File: src/rtl/sfft_pkg.sv
// Shared definitions for the SFFT stream decoder: FSM state encoding and
// the count-width derivation used by the top, the lane counters and the bus.
package sfft_pkg;

  typedef enum logic [1:0] {
    ST_IDLE = 2'd0,
    ST_SKIP = 2'd1,
    ST_RUN  = 2'd2,
    ST_DONE = 2'd3
  } state_t;

  // Width of the skip counter; the fill prefix is at most 255 cycles.
  localparam int SKIP_W = 8;

  // A window of 2**bitwidth bits can hold up to 2**bitwidth ones, which
  // needs one bit more than the window index.
  function automatic int calc_cw(input int bitwidth);
    return bitwidth + 1;
  endfunction

endpackage

File: src/rtl/sfft_stream_decoder_if.sv
// Stream/result bus between the SFFT array, the decoder and its consumer.
// The master side drives streams and handshake; the decoder is the slave.
interface sfft_stream_decoder_if #(
  parameter int NUMINPUTS = 2,
  parameter int CW        = 9
);

  logic                    iEn;
  logic                    iClr;
  logic                    iStart;
  logic                    iReady;
  logic [NUMINPUTS-1:0]    iReal;
  logic [NUMINPUTS-1:0]    iImg;
  logic                    oBusy;
  logic                    oValid;
  logic [NUMINPUTS*CW-1:0] oReal;
  logic [NUMINPUTS*CW-1:0] oImg;

  modport master (
    output iEn, iClr, iStart, iReady, iReal, iImg,
    input  oBusy, oValid, oReal, oImg
  );

  modport slave (
    input  iEn, iClr, iStart, iReady, iReal, iImg,
    output oBusy, oValid, oReal, oImg
  );

endinterface

File: src/rtl/sfft_ones_counter.sv
// One lane of the decoder: counts ones of a unary bitstream over a window.
module sfft_ones_counter #(
  parameter int CW = 9
) (
  input  logic          clk,
  input  logic          rst,
  input  logic          clr,
  input  logic          en,
  input  logic          bit_in,
  output logic [CW-1:0] count
);

  // Clear dominates; otherwise add the stream bit on enabled cycles.
  always_ff @(posedge clk) begin
    if (rst || clr) begin
      count <= '0;
    end else if (en && bit_in) begin
      count <= count + {{(CW-1){1'b0}}, 1'b1};
    end
  end

endmodule

File: src/rtl/sfft_stream_decoder.sv
// Converts the real/imag unary output streams of the stochastic FFT back to
// binary ones counts over a 2**BITWIDTH enabled-cycle window, after dropping
// a SKIP-cycle fill prefix, and hands the result over with valid/ready.
module sfft_stream_decoder
  import sfft_pkg::*;
#(
  parameter int BITWIDTH  = 8,
  parameter int NUMINPUTS = 2,
  parameter int SKIP      = 0
) (
  input  logic                 iClk,
  input  logic                 iRst,
  sfft_stream_decoder_if.slave bus
);

  localparam int CW = calc_cw(BITWIDTH);
  localparam int NL = 2 * NUMINPUTS;
  localparam logic [SKIP_W-1:0] SKIP_LAST = SKIP_W'((SKIP == 0) ? 0 : SKIP - 1);

  state_t              state;
  logic [BITWIDTH-1:0] win_cnt;
  logic [SKIP_W-1:0]   skip_cnt;

  // Lanes 0..NUMINPUTS-1 are real, NUMINPUTS..NL-1 are imaginary.
  logic [NL-1:0] lane_bit;
  logic [CW-1:0] lane_cnt [NL];
  logic [CW-1:0] lane_sum [NL];
  logic          lane_clr;
  logic          lane_en;
  logic          last_bit;

  assign lane_bit = {bus.iImg, bus.iReal};

  // Counters are held at zero whenever no window is in progress, so both a
  // restart from DONE and a start from IDLE begin from a clean count.
  assign lane_clr = bus.iClr || (state == ST_IDLE) || (state == ST_DONE);
  assign lane_en  = (state == ST_RUN) && bus.iEn;
  assign last_bit = lane_en && (win_cnt == '1);

  for (genvar k = 0; k < NL; k++) begin : g_lane
    sfft_ones_counter #(.CW(CW)) u_cnt (
      .clk    (iClk),
      .rst    (iRst),
      .clr    (lane_clr),
      .en     (lane_en),
      .bit_in (lane_bit[k]),
      .count  (lane_cnt[k])
    );
    // The final bit is folded in here so the latched result includes it.
    assign lane_sum[k] = lane_cnt[k] + {{(CW-1){1'b0}}, lane_bit[k]};
  end

  // Control FSM with registered busy/valid and the result holding registers.
  always_ff @(posedge iClk) begin
    if (iRst || bus.iClr) begin
      state      <= ST_IDLE;
      win_cnt    <= '0;
      skip_cnt   <= '0;
      bus.oBusy  <= 1'b0;
      bus.oValid <= 1'b0;
      bus.oReal  <= '0;
      bus.oImg   <= '0;
    end else begin
      case (state)
        ST_IDLE: begin
          win_cnt  <= '0;
          skip_cnt <= '0;
          if (bus.iStart) begin
            state     <= (SKIP > 0) ? ST_SKIP : ST_RUN;
            bus.oBusy <= 1'b1;
          end
        end
        ST_SKIP: begin
          if (bus.iEn) begin
            if (skip_cnt == SKIP_LAST) begin
              skip_cnt <= '0;
              state    <= ST_RUN;
            end else begin
              skip_cnt <= skip_cnt + 1'b1;
            end
          end
        end
        ST_RUN: begin
          if (bus.iEn) begin
            win_cnt <= win_cnt + 1'b1;
            if (last_bit) begin
              state      <= ST_DONE;
              bus.oBusy  <= 1'b0;
              bus.oValid <= 1'b1;
              for (int k = 0; k < NUMINPUTS; k++) begin
                bus.oReal[k*CW +: CW] <= lane_sum[k];
                bus.oImg[k*CW +: CW]  <= lane_sum[NUMINPUTS + k];
              end
            end
          end
        end
        ST_DONE: begin
          win_cnt  <= '0;
          skip_cnt <= '0;
          if (bus.iReady) begin
            bus.oValid <= 1'b0;
            if (bus.iStart) begin
              state     <= (SKIP > 0) ? ST_SKIP : ST_RUN;
              bus.oBusy <= 1'b1;
            end else begin
              state <= ST_IDLE;
            end
          end
        end
        default: state <= ST_IDLE;
      endcase
    end
  end

endmodule

File: src/flat_wrapper.sv
// flat-port wrapper written by rule: the top's interface ports become plain ports
module sfft_stream_decoder_flat import sfft_pkg::*;
#(
  parameter int BITWIDTH  = 8,
  parameter int NUMINPUTS = 2,
  parameter int SKIP      = 0
)
  (iClk, iRst, bus_iEn, bus_iClr, bus_iStart, bus_iReady, bus_iReal, bus_iImg, bus_oBusy, bus_oValid, bus_oReal, bus_oImg);
  sfft_stream_decoder_if #(.NUMINPUTS(NUMINPUTS), .CW(((4) + 1))) bus_i ();
  input  logic iClk;
  input  logic iRst;
  input wire logic [$bits(bus_i.iEn)-1:0] bus_iEn;
  input wire logic [$bits(bus_i.iClr)-1:0] bus_iClr;
  input wire logic [$bits(bus_i.iStart)-1:0] bus_iStart;
  input wire logic [$bits(bus_i.iReady)-1:0] bus_iReady;
  input wire logic [$bits(bus_i.iReal)-1:0] bus_iReal;
  input wire logic [$bits(bus_i.iImg)-1:0] bus_iImg;
  output wire logic [$bits(bus_i.oBusy)-1:0] bus_oBusy;
  output wire logic [$bits(bus_i.oValid)-1:0] bus_oValid;
  output wire logic [$bits(bus_i.oReal)-1:0] bus_oReal;
  output wire logic [$bits(bus_i.oImg)-1:0] bus_oImg;
  assign bus_i.iEn = bus_iEn;
  assign bus_i.iClr = bus_iClr;
  assign bus_i.iStart = bus_iStart;
  assign bus_i.iReady = bus_iReady;
  assign bus_i.iReal = bus_iReal;
  assign bus_i.iImg = bus_iImg;
  assign bus_oBusy = bus_i.oBusy;
  assign bus_oValid = bus_i.oValid;
  assign bus_oReal = bus_i.oReal;
  assign bus_oImg = bus_i.oImg;
  sfft_stream_decoder #(.BITWIDTH(BITWIDTH), .NUMINPUTS(NUMINPUTS), .SKIP(SKIP)) u_core (.iClk(iClk), .iRst(iRst), .bus(bus_i));
endmodule
File: config.mk
export PLATFORM = sky130hd
export DESIGN_NAME = sfft_stream_decoder_flat
export DESIGN_NICKNAME = d
export VERILOG_FILES = /design/src/rtl/sfft_pkg.sv /design/src/rtl/sfft_stream_decoder_if.sv /design/src/rtl/sfft_ones_counter.sv /design/src/rtl/sfft_stream_decoder.sv /design/src/flat_wrapper.sv
export SDC_FILE = /design/constraint.sdc
export NUM_CORES = 1
export LEC_CHECK = 0
export CORE_ASPECT_RATIO = 2
export CORE_UTILIZATION = 50
export DETAILED_ROUTE_END_ITERATION = 7
export PLACE_DENSITY = 0.8
export SYNTH_ARGS = -nofsm -noshare
export SYNTH_HDL_FRONTEND = slang
export SYNTH_SLANG_ARGS = --single-unit
File: constraint.sdc
create_clock -name iClk -period 2 [get_ports iClk]
set_input_delay 0.3 -clock iClk [delete_from_list [all_inputs] [get_ports iClk]]
set_output_delay 0.3 -clock iClk [all_outputs]
set_load 0.05 [all_outputs]
==> run_1/detail.png <==
Window x 13 to 43, y 18 to 48 microns. Cells in gray, sequential cells in the stronger gray; small squares are vias.
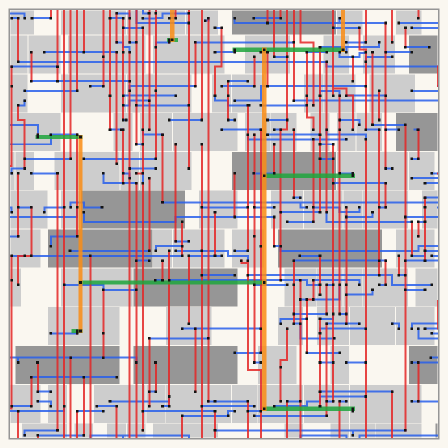
red -> metal 2
orange -> metal 4
blue -> metal 1
green -> metal 3
sequential cells in the window = 8
most frequent = dfxtp_1 (8)
netlist names of flops here include = `u_core.g_lane.u_cnt.count` (5), `u_core.skip_cnt` (2)
cells with their middle in the window = 78

==> run_1/congestion.png <==
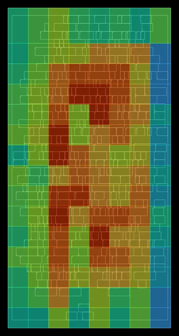
most used routing layer: met2
final core occ: 63.9%
GR Util All Layers: 20.9%
met2 Resource Use GR: 38.8%
met3 Use GR: 4.90%

==> reports/qor.yml, run 1 <==
yosys:
  synthCells: 322
  edf_count: 0
  ys_async_sr_fraction_pct: 0
  common_cells: "dfxtp_1 (60), nor2_1 (60), xor2_1 (29), nand2_1 (22), ha_1 (15)"
  synth_area_leader_cell: "dfxtp_1"
  ys_top_cells_by_area: "dfxtp_1 (42%), xor2_1 (8.9%), nor2_1 (7.9%)"
  syn_nets: 347
  yosysChipArea_sq_um: 2840
  synth_cell_types: 33
drt:
  avgRoutedWirePerCell_microns: 13.2
  num_vias: 2312
  drtIter0Drc: 51
power:
  clkPwrFrac_pct: 45.0
  p_switching_mw: 0.526
  leakagePower_nw: 1.25
timing:
  fin_crit_sh_pct: 93.2
  worstMarginPinSlew_ps: 499
  fmax_ghz: 0.536
  slew_violations: 0
floorplanning:
  die-width_microns: 55.3
  fp.coreArea_sq_um: 5470
  io_pins: 32
outcome:
  status: "completed"
setup_path:
  crit_type: "flip-flop to flip-flop"
  r2r-start: "u_core.state[0]"
  crit_slowest_cell: "dfxtp_1"
  cp_cell_sequence: "inv_1 -> ha_2 -> nor2b_1 -> a221o_1 -> or3_1 -> a221oi_2"
final_layout:
  fin_area_sq_um: 3500
  flop_area_sq_um: 1200
placement:
  placed_cell_area_sq_um: 3290
  preCtsSetupSlack_ps: 43.4
  gp_congestion: 0.809
clocking:
  ctsHoldBuffers: 0
  cts_root_buf: "clkbuf_8"
  post-cts-setup-buffers: 0
grt:
  grt_pass1_wl_microns: 9580
  overflow: 0
min_path:
  holdPathEnd: "u_core.bus.oBusy"
  hp-class: "flip-flop to flip-flop"
==> run_1/logic_types.png <==
(6 px per micron)
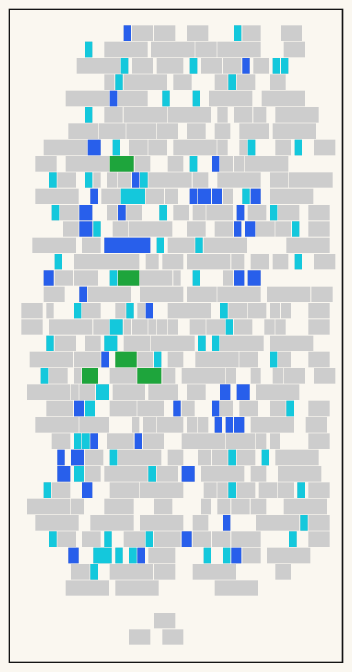
green -> AND-OR and OR-AND gates  # cells 5
blue -> NAND gates  # cells 44
cyan -> NOR gates  # cells 67, where all over the die
Non-Filler Instances: 429
logic share of the area: 44.3%

==> run_1/layer_met4.png <==
(6 px per micron) Supply wires on this layer in gray.
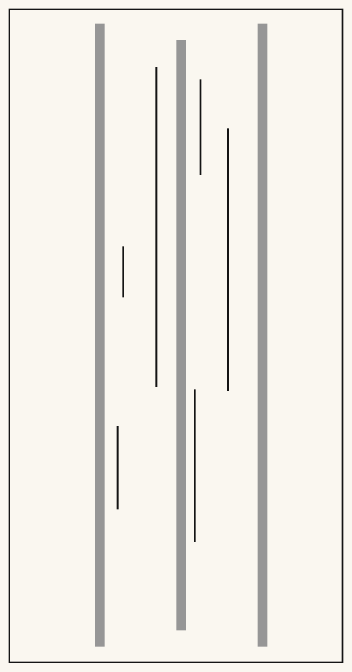
main direction = vertical
nets with wire on the layer = 4
share of all routed wire = 2.8%
longest straight run = 53.0 microns
wire length on this layer = 159 microns

==> run 1: power groups by stage <==
stage / registers (mW) / logic [mW] / clock network [mW]
5_1_grt: 1.20 / 0.141 / 1.18
2_1_floorplan: 1.23 / 0.0662 / 0
6_report: 1.20 / 0.129 / 1.09
3_5_place_dp: 1.23 / 0.128 / 0
4_1_cts: 1.20 / 0.130 / 1.11
3_3_place_gp: 1.23 / 0.124 / 0
==> run 1: worst max-delay path: cells and delay by family (launching register included) <==
| kind | cells | cell delay, ps |
|---|---|---|
| compound gates | 2 | 490 |
| simple gates | 2 | 490 |
| buf+inv | 1 | 120 |
| flops | 1 | 430 |
| fa+ha+maj | 1 | 260 |
==> run 1: logic make-up (layout without fill, tap and decap cells) <==
kind of cell,count (synthesis),after routing,share of synthesized area (%)
and+or+nand+nor,131,131,22.1
DFF,60,60,42.3
AOI/OAI and AO/OA,42,42,9.96
xor gates and xnor gates,42,42,13.0
buffers and inverters,24,71,3.30
adders and majority gates,15,15,6.61
muxes,8,8,2.82
==> run 1: metal layers <==
metal | up-vias | share of wire, % | GRT usage (%)
li1 | 1181 | - | -
met1 | 1076 | 39 | 20.5
met2 | 39 | 55 | 38.8
met3 | 16 | 2.9 | 4.90
met4 | 0 | 2.8 | 12.9
met5 | - | 0 | 0
==> run 1: layout by cell type, fill, tap and decap left out, drive strengths merged, types with 8 or more instances in the layout <==
| master | instances |
|---|---|
| nor2 | 61 |
| dfxtp | 60 |
| clkdlybuf4s50 | 31 |
| xor2 | 29 |
| nand2 | 22 |
| ha | 15 |
| buf | 15 |
| xnor2 | 13 |
| a211oi | 12 |
| o21ai | 12 |
| nand3 | 12 |
| clkbuf | 12 |
| a21oi | 10 |
| nand4 | 10 |
| inv | 9 |
| mux2i | 8 |
| and3 | 8 |
==> inputs of run 2 (changes only) <==
--- a/config.mk
+++ b/config.mk
@@ -8,7 +8,7 @@
 export CORE_ASPECT_RATIO = 2
 export CORE_UTILIZATION = 50
 export DETAILED_ROUTE_END_ITERATION = 7
-export PLACE_DENSITY = 0.8
+export PLACE_DENSITY = 0.75
 export SYNTH_ARGS = -nofsm -noshare
 export SYNTH_HDL_FRONTEND = slang
 export SYNTH_SLANG_ARGS = --single-unit
==> run_2/logic_types.png <==
(6 px per micron)
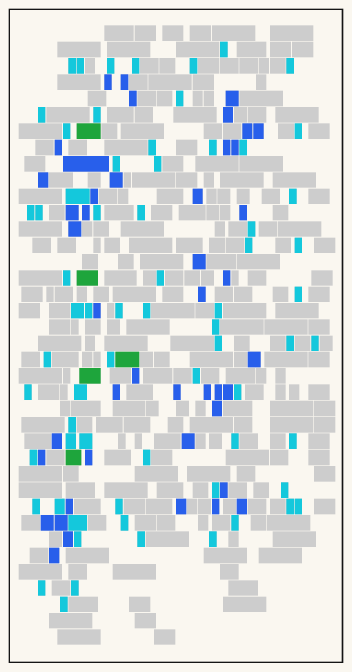
logic share of the area: 44.6%

==> run 2 against run 1 <==
Largest cell class unchanged. First-iteration DRC count increased by 7.8%. Via count about the same. Combinational power about the same. Global-route usage about the same. Sequential cell count unchanged. Clock power shrank about 10%. Worst setup slack better by 15 ps.
==> reports/qor.yml, run 2 <==
outcome:
  status: "completed"
clocking:
  ctsHoldBuffers: 0
  cts_root_buf: "clkbuf_8"
  clk_pin_slew_ps: 60
  post-cts-setup-buffers: 0
  cts_resized: 0
floorplanning:
  floorplan.core_util_pct: 51.9
  row_count: 38
  io_pins: 32
  fp.coreArea_sq_um: 5470
  die-width_microns: 55.3
yosys:
  common_cells: "dfxtp_1 (60), nor2_1 (60), xor2_1 (29), nand2_1 (22), ha_1 (15)"
  synth_cell_types: 33
  synth_area_leader_cell: "dfxtp_1"
  top_cell_area_share_pct: 42.3
  edf_count: 0
  syn_nets: 347
  syn_area_sq_um: 2840
  ys_ff: 60
  ys_async_sr_fraction_pct: 0
  yosys_cells: 322
  ys_seq_share_pct: 42.3
  yosysChipArea_sq_um: 2840
  ys_warn_count: 0
  ys_top_cells_by_area: "dfxtp_1 (42%), xor2_1 (8.9%), nor2_1 (7.9%)"
  synthCells: 322
timing:
  fmax_ghz: 0.541
  fin_crit_ps: 1850
  setup_ws_ps: 150
  slew_violations: 0
  maxSlewHeadroom_pct: 64.2
  rsz0062_at_grt: "no"
  worstMarginPinSlew_ps: 536
  setup_viol: 0
  fin_crit_sh_pct: 92.5
placement:
  gp_congestion: 0.863
  preCtsSetupSlack_ps: 22.7
  port-buffer-count: 31
power:
  leakagePower_nw: 1.25
  p_int_mw: 1.76
  switching_share_pct: 22.6
  p_comb_mw: 0.128
  clkPwrFrac_pct: 41.6
  p_clk_mw: 0.947
  ir_drop_v: 0.000684
  power_leader: "sequential cells"
  pg_seq_mw: 1.20
  p_switching_mw: 0.515
  p_seq_share_pct: 52.8
grt:
  grtUsageMet2_pct: 39.0
  grt_busiest_layer: "met2"
  overflow: 0
  track_usage_pct: 20.9
  grt_pass1_wl_microns: 9710
  grt_max_degree: 35
  globalRouteMet3Util_pct: 4.31
  use_met1_pct: 20.3
setup_path:
  crit_type: "flip-flop to flip-flop"
  arrival_ps: 2110
  r2r-start: "u_core.state[0]"
  r2r-end: "u_core.bus.oBusy"
  cp_max_fo: 7
drt:
  drtIter0Drc: 55
  avgRoutedWirePerCell_microns: 13.3
  num_vias: 2310
  drtAntennaViolNets: 0
  viasPerCell: 5.38
job:
  tool_warnings: 32
final_layout:
  utilization_pct: 63.5
  layout_top_cells: "nor2_1 (60), dfxtp_1 (60), clkdlybuf4s50_1 (31)"
  nets: 390
  largest_reg_flops: 20
min_path:
  hold_depth: 2
  hp-class: "flip-flop to flip-flop"
  holdPathEnd: "u_core.bus.oBusy"
==> run_2/detail.png <==
Window x 13 to 43, y 18 to 48 microns. Cells in gray, sequential cells in the stronger gray; small squares are vias.
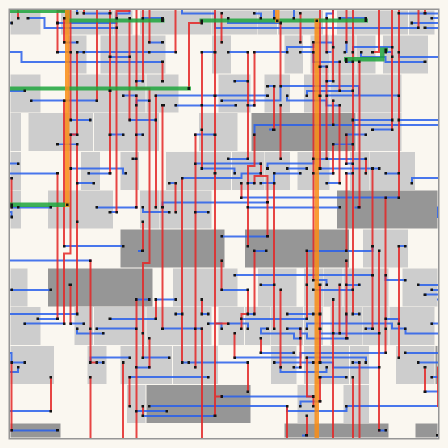
green -> metal 3
red -> metal 2
blue -> metal 1
orange -> metal 4
cells with their middle in the window = 73
netlist names of flops here include = `u_core.g_lane.u_cnt.count` (5), `u_core.bus.oReal` (1)
sequential cells in the window = 6
most frequent = nor2_1 (10), nand2_1 (8)

[run 2: cell types whose count changed in the layout (fill, tap and decap cells not counted)]
cell,delta
clkinvlp_4,-1
buf_4,+1
bufinv_16,-1
clkbuf_1,+1
[run 2: layer usage]
layer  up-vias  wire length, microns
met5         -                     0
met4         0                   206
met3        14                   169
met2        51                  3100
met1      1060                  2210
li1       1185                     -
[run 2: through the flow]
step | cells | hold slack [ps] | area (sq um)
CTS | 429 | 493 | 3470
floorplan | 322 | 479 | 2840
detailed placement | 414 | 477 | 3300
global placement | 414 | 477 | 3300
global route | 429 | 507 | 3470
finish | 429 | 492 | 3470
[run 2: how the worst max path moves through the flow]
stage	slack, ps	from	cells past startpoint	to
final	150	u_core.state[0]	6	u_core.bus.oBusy
after global routing	30	u_core.state[0]	6	u_core.bus.oBusy
after CTS	80	u_core.state[0]	6	u_core.bus.oBusy
after detailed placement	20	bus_iEn	5	u_core.bus.oBusy
after global placement	70	bus_iEn	5	u_core.bus.oBusy
after floorplan	150	u_core.state[0]	7	u_core.bus.oBusy
[run 2: final cells by class]
type	count	area, sq um
fill	480	2000
tap	60	75.1
timing repair buffer	47	443
inverter	9	33.8
clock buffer	13	159
clock inverter	2	10.0
sequential	60	1200
multi-input combinational	238	1550
[run 2: cell families after synthesis]
| family | after synthesis | synth area share [%] |
|---|---|---|
| xor+xnor | 42 | 13.0 |
| flops | 60 | 42.3 |
| buf+inv | 24 | 3.30 |
| simple gates | 131 | 22.1 |
| fa+ha+maj | 15 | 6.61 |
| compound gates | 42 | 9.96 |
| mux | 8 | 2.82 |
[run 2: worst max-delay path, stage by stage, from the launching register on]
cell and delay [ps]:
dfxtp_1 420, inv_1 110, ha_2 240, nor2b_1 160, a221o_1 300, or3_1 330
a221oi_2 210
==> inputs of run 3 (changes only) <==
--- a/config.mk
+++ b/config.mk
@@ -9,6 +9,7 @@
 export CORE_UTILIZATION = 50
 export DETAILED_ROUTE_END_ITERATION = 7
 export PLACE_DENSITY = 0.75
+export REMOVE_ABC_BUFFERS = 1
 export SYNTH_ARGS = -nofsm -noshare
 export SYNTH_HDL_FRONTEND = slang
 export SYNTH_SLANG_ARGS = --single-unit
==> run_3/metal_density.png <==
(4 px per micron) 11 x 22 tiles, from white (low) to dark blue (high), scaled to the fullest tile. Values are wire area over tile area, all layers added.
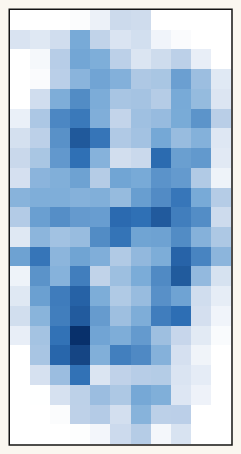
fullest tile = 0.42
mean over tiles = 0.15
nearly empty tiles = 13%
per-cell routed wire length: 13.3 microns
GR Util All Layers: 20.4%
vias: 2312
drt total wl: 5650 microns

==> run 3 against run 2 <==
Critical endpoint is now u_core.g_lane[2].u_cnt.count[7]. Die size unchanged. Combinational power barely moved. Via count is essentially flat. Power rose by 0.57%. Clock-buffer cell count decreased by 1. Worst setup slack worse by 15 ps. Utilization decreased by 0.39 points. First-iteration DRC count down 9.1%.
==> reports/qor.yml, run 3 <==
grt:
  globalRouteMet3Util_pct: 5.14
  grt_busiest_layer: "met2"
  grtUsageMet2_pct: 37.6
  overflow: 0
drt:
  viasPerCell: 5.43
timing:
  setup_ws_ps: 135
  slew_violations: 0
  rsz0062_at_grt: "no"
  maxSlewHeadroom_pct: 66.3
  worstMarginPinSlew_ps: 504
  finalHoldWorstSlack_ps: 469
  fin_crit_ps: 1860
final_layout:
  nets: 388
  clockNetworkAreaShare_pct: 5.08
  clkbuf_count: 12
  layout_top_cells: "nor2_1 (60), dfxtp_1 (60), clkdlybuf4s50_1 (31)"
  largest_class: "combinational gates"
  utilization_pct: 63.1
  bufAreaShareNonClock_pct: 12.0
  n_all_inverters: 9
  layout.area.comb_sq_um: 1550
  nMultiInputCombCells: 238
  largest_reg_flops: 20
  fin_cells: 426
  flops: 60
power:
  ir_drop_v: 0.000624
  leakagePower_nw: 1.24
setup_path:
  arrival_ps: 2120
  r2r-start: "u_core.state[0]"
  r2r-end: "u_core.g_lane[2].u_cnt.count[7]"
  startpoint: "u_core.state[0]"
yosys:
  edf_count: 0
  ys_async_sr_fraction_pct: 0
  synthCells: 322
  synth_cell_types: 33
  yosysChipArea_sq_um: 2840
  ys_warn_count: 0
  ys_top_cells_by_area: "dfxtp_1 (42%), xor2_1 (8.9%), nor2_1 (7.9%)"
  syn_area_sq_um: 2840
outcome:
  status: "completed"
clocking:
  cts_root_buf: "clkbuf_8"
placement:
  preCtsSetupSlack_ps: -37.0
floorplanning:
  row_count: 38
  fp.coreArea_sq_um: 5470
  io_pins: 32
min_path:
  hp-class: "flip-flop to flip-flop"
==> run_3/detail.png <==
Window x 13 to 43, y 18 to 48 microns. Cells in gray, sequential cells in the stronger gray; small squares are vias.
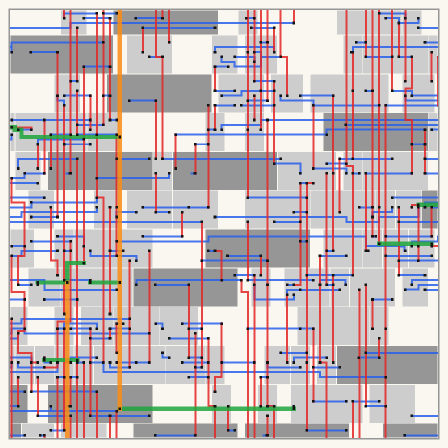
blue -> metal 1
orange -> metal 4
green -> metal 3
red -> metal 2
sequential cells in the window = 10
netlist names of flops here include = `u_core.g_lane.u_cnt.count` (5), `u_core.win_cnt` (3)
most frequent = nor2_1 (14), dfxtp_1 (10), nand2_1 (6)
cells with their middle in the window = 78

## run 3: worst max-delay path: stages, from the launching register on
cell and delay, ps:
dfxtp_1 350, inv_1 130, ha_2 310, and3_1 260, nand4_1 210, or3_1 370
a21oi_1 160
## run 3: worst min path at each step
stage,to,slack [ps],cells past startpoint
floorplan,u_core.g_lane[0].u_cnt.count[5],480,2
finish,u_core.bus.oBusy,470,2
CTS,u_core.bus.oBusy,470,2
global placement,u_core.bus.oBusy,460,2
global route,u_core.bus.oBusy,510,2
detailed placement,u_core.bus.oBusy,460,2
## run 3: through the flow
stage               area (sq um)  TNS, ps
floorplan                   2780        0
global placement            3270        0
detailed placement          3270     -106
CTS                         3450        0
global route                3450        0
finish                      3450        0
## run 3: power breakdown
| group | internal, mW | leakage (nW) | switching [mW] | total (mW) |
|---|---|---|---|---|
| clock | 0.532 | 0.0941 | 0.430 | 0.962 |
| sequential | 1.20 | 0.483 | 0.00391 | 1.20 |
| combinational | 0.0583 | 0.662 | 0.0682 | 0.127 |
| total | 1.79 | 1.24 | 0.502 | 2.29 |
## run 3: layer usage
layer	vias to the layer above	wire length, microns
li1	1181	-
met1	1072	2280
met2	41	3050
met3	18	171
met4	0	153
met5	-	0
## run 3: cell families after synthesis
logic type | count (synthesis) | share of synthesized area [%]
AND/OR/NAND/NOR | 131 | 22.1
adder cells (fa/ha/maj) | 15 | 6.61
buffers and inverters | 24 | 3.30
AND-OR/OR-AND | 42 | 9.96
flip-flops | 60 | 42.3
XOR/XNOR | 42 | 13.0
multiplexers | 8 | 2.82
## run 3: what timing repair did
item | CTS | global route
gates resized | 0 | 1
setup endpoints to repair | 0 | 7
setup buffers | 0 | 0
hold buffers | 0 | 0
Power figures rest on the tool's default switching activity, not on a simulated workload.
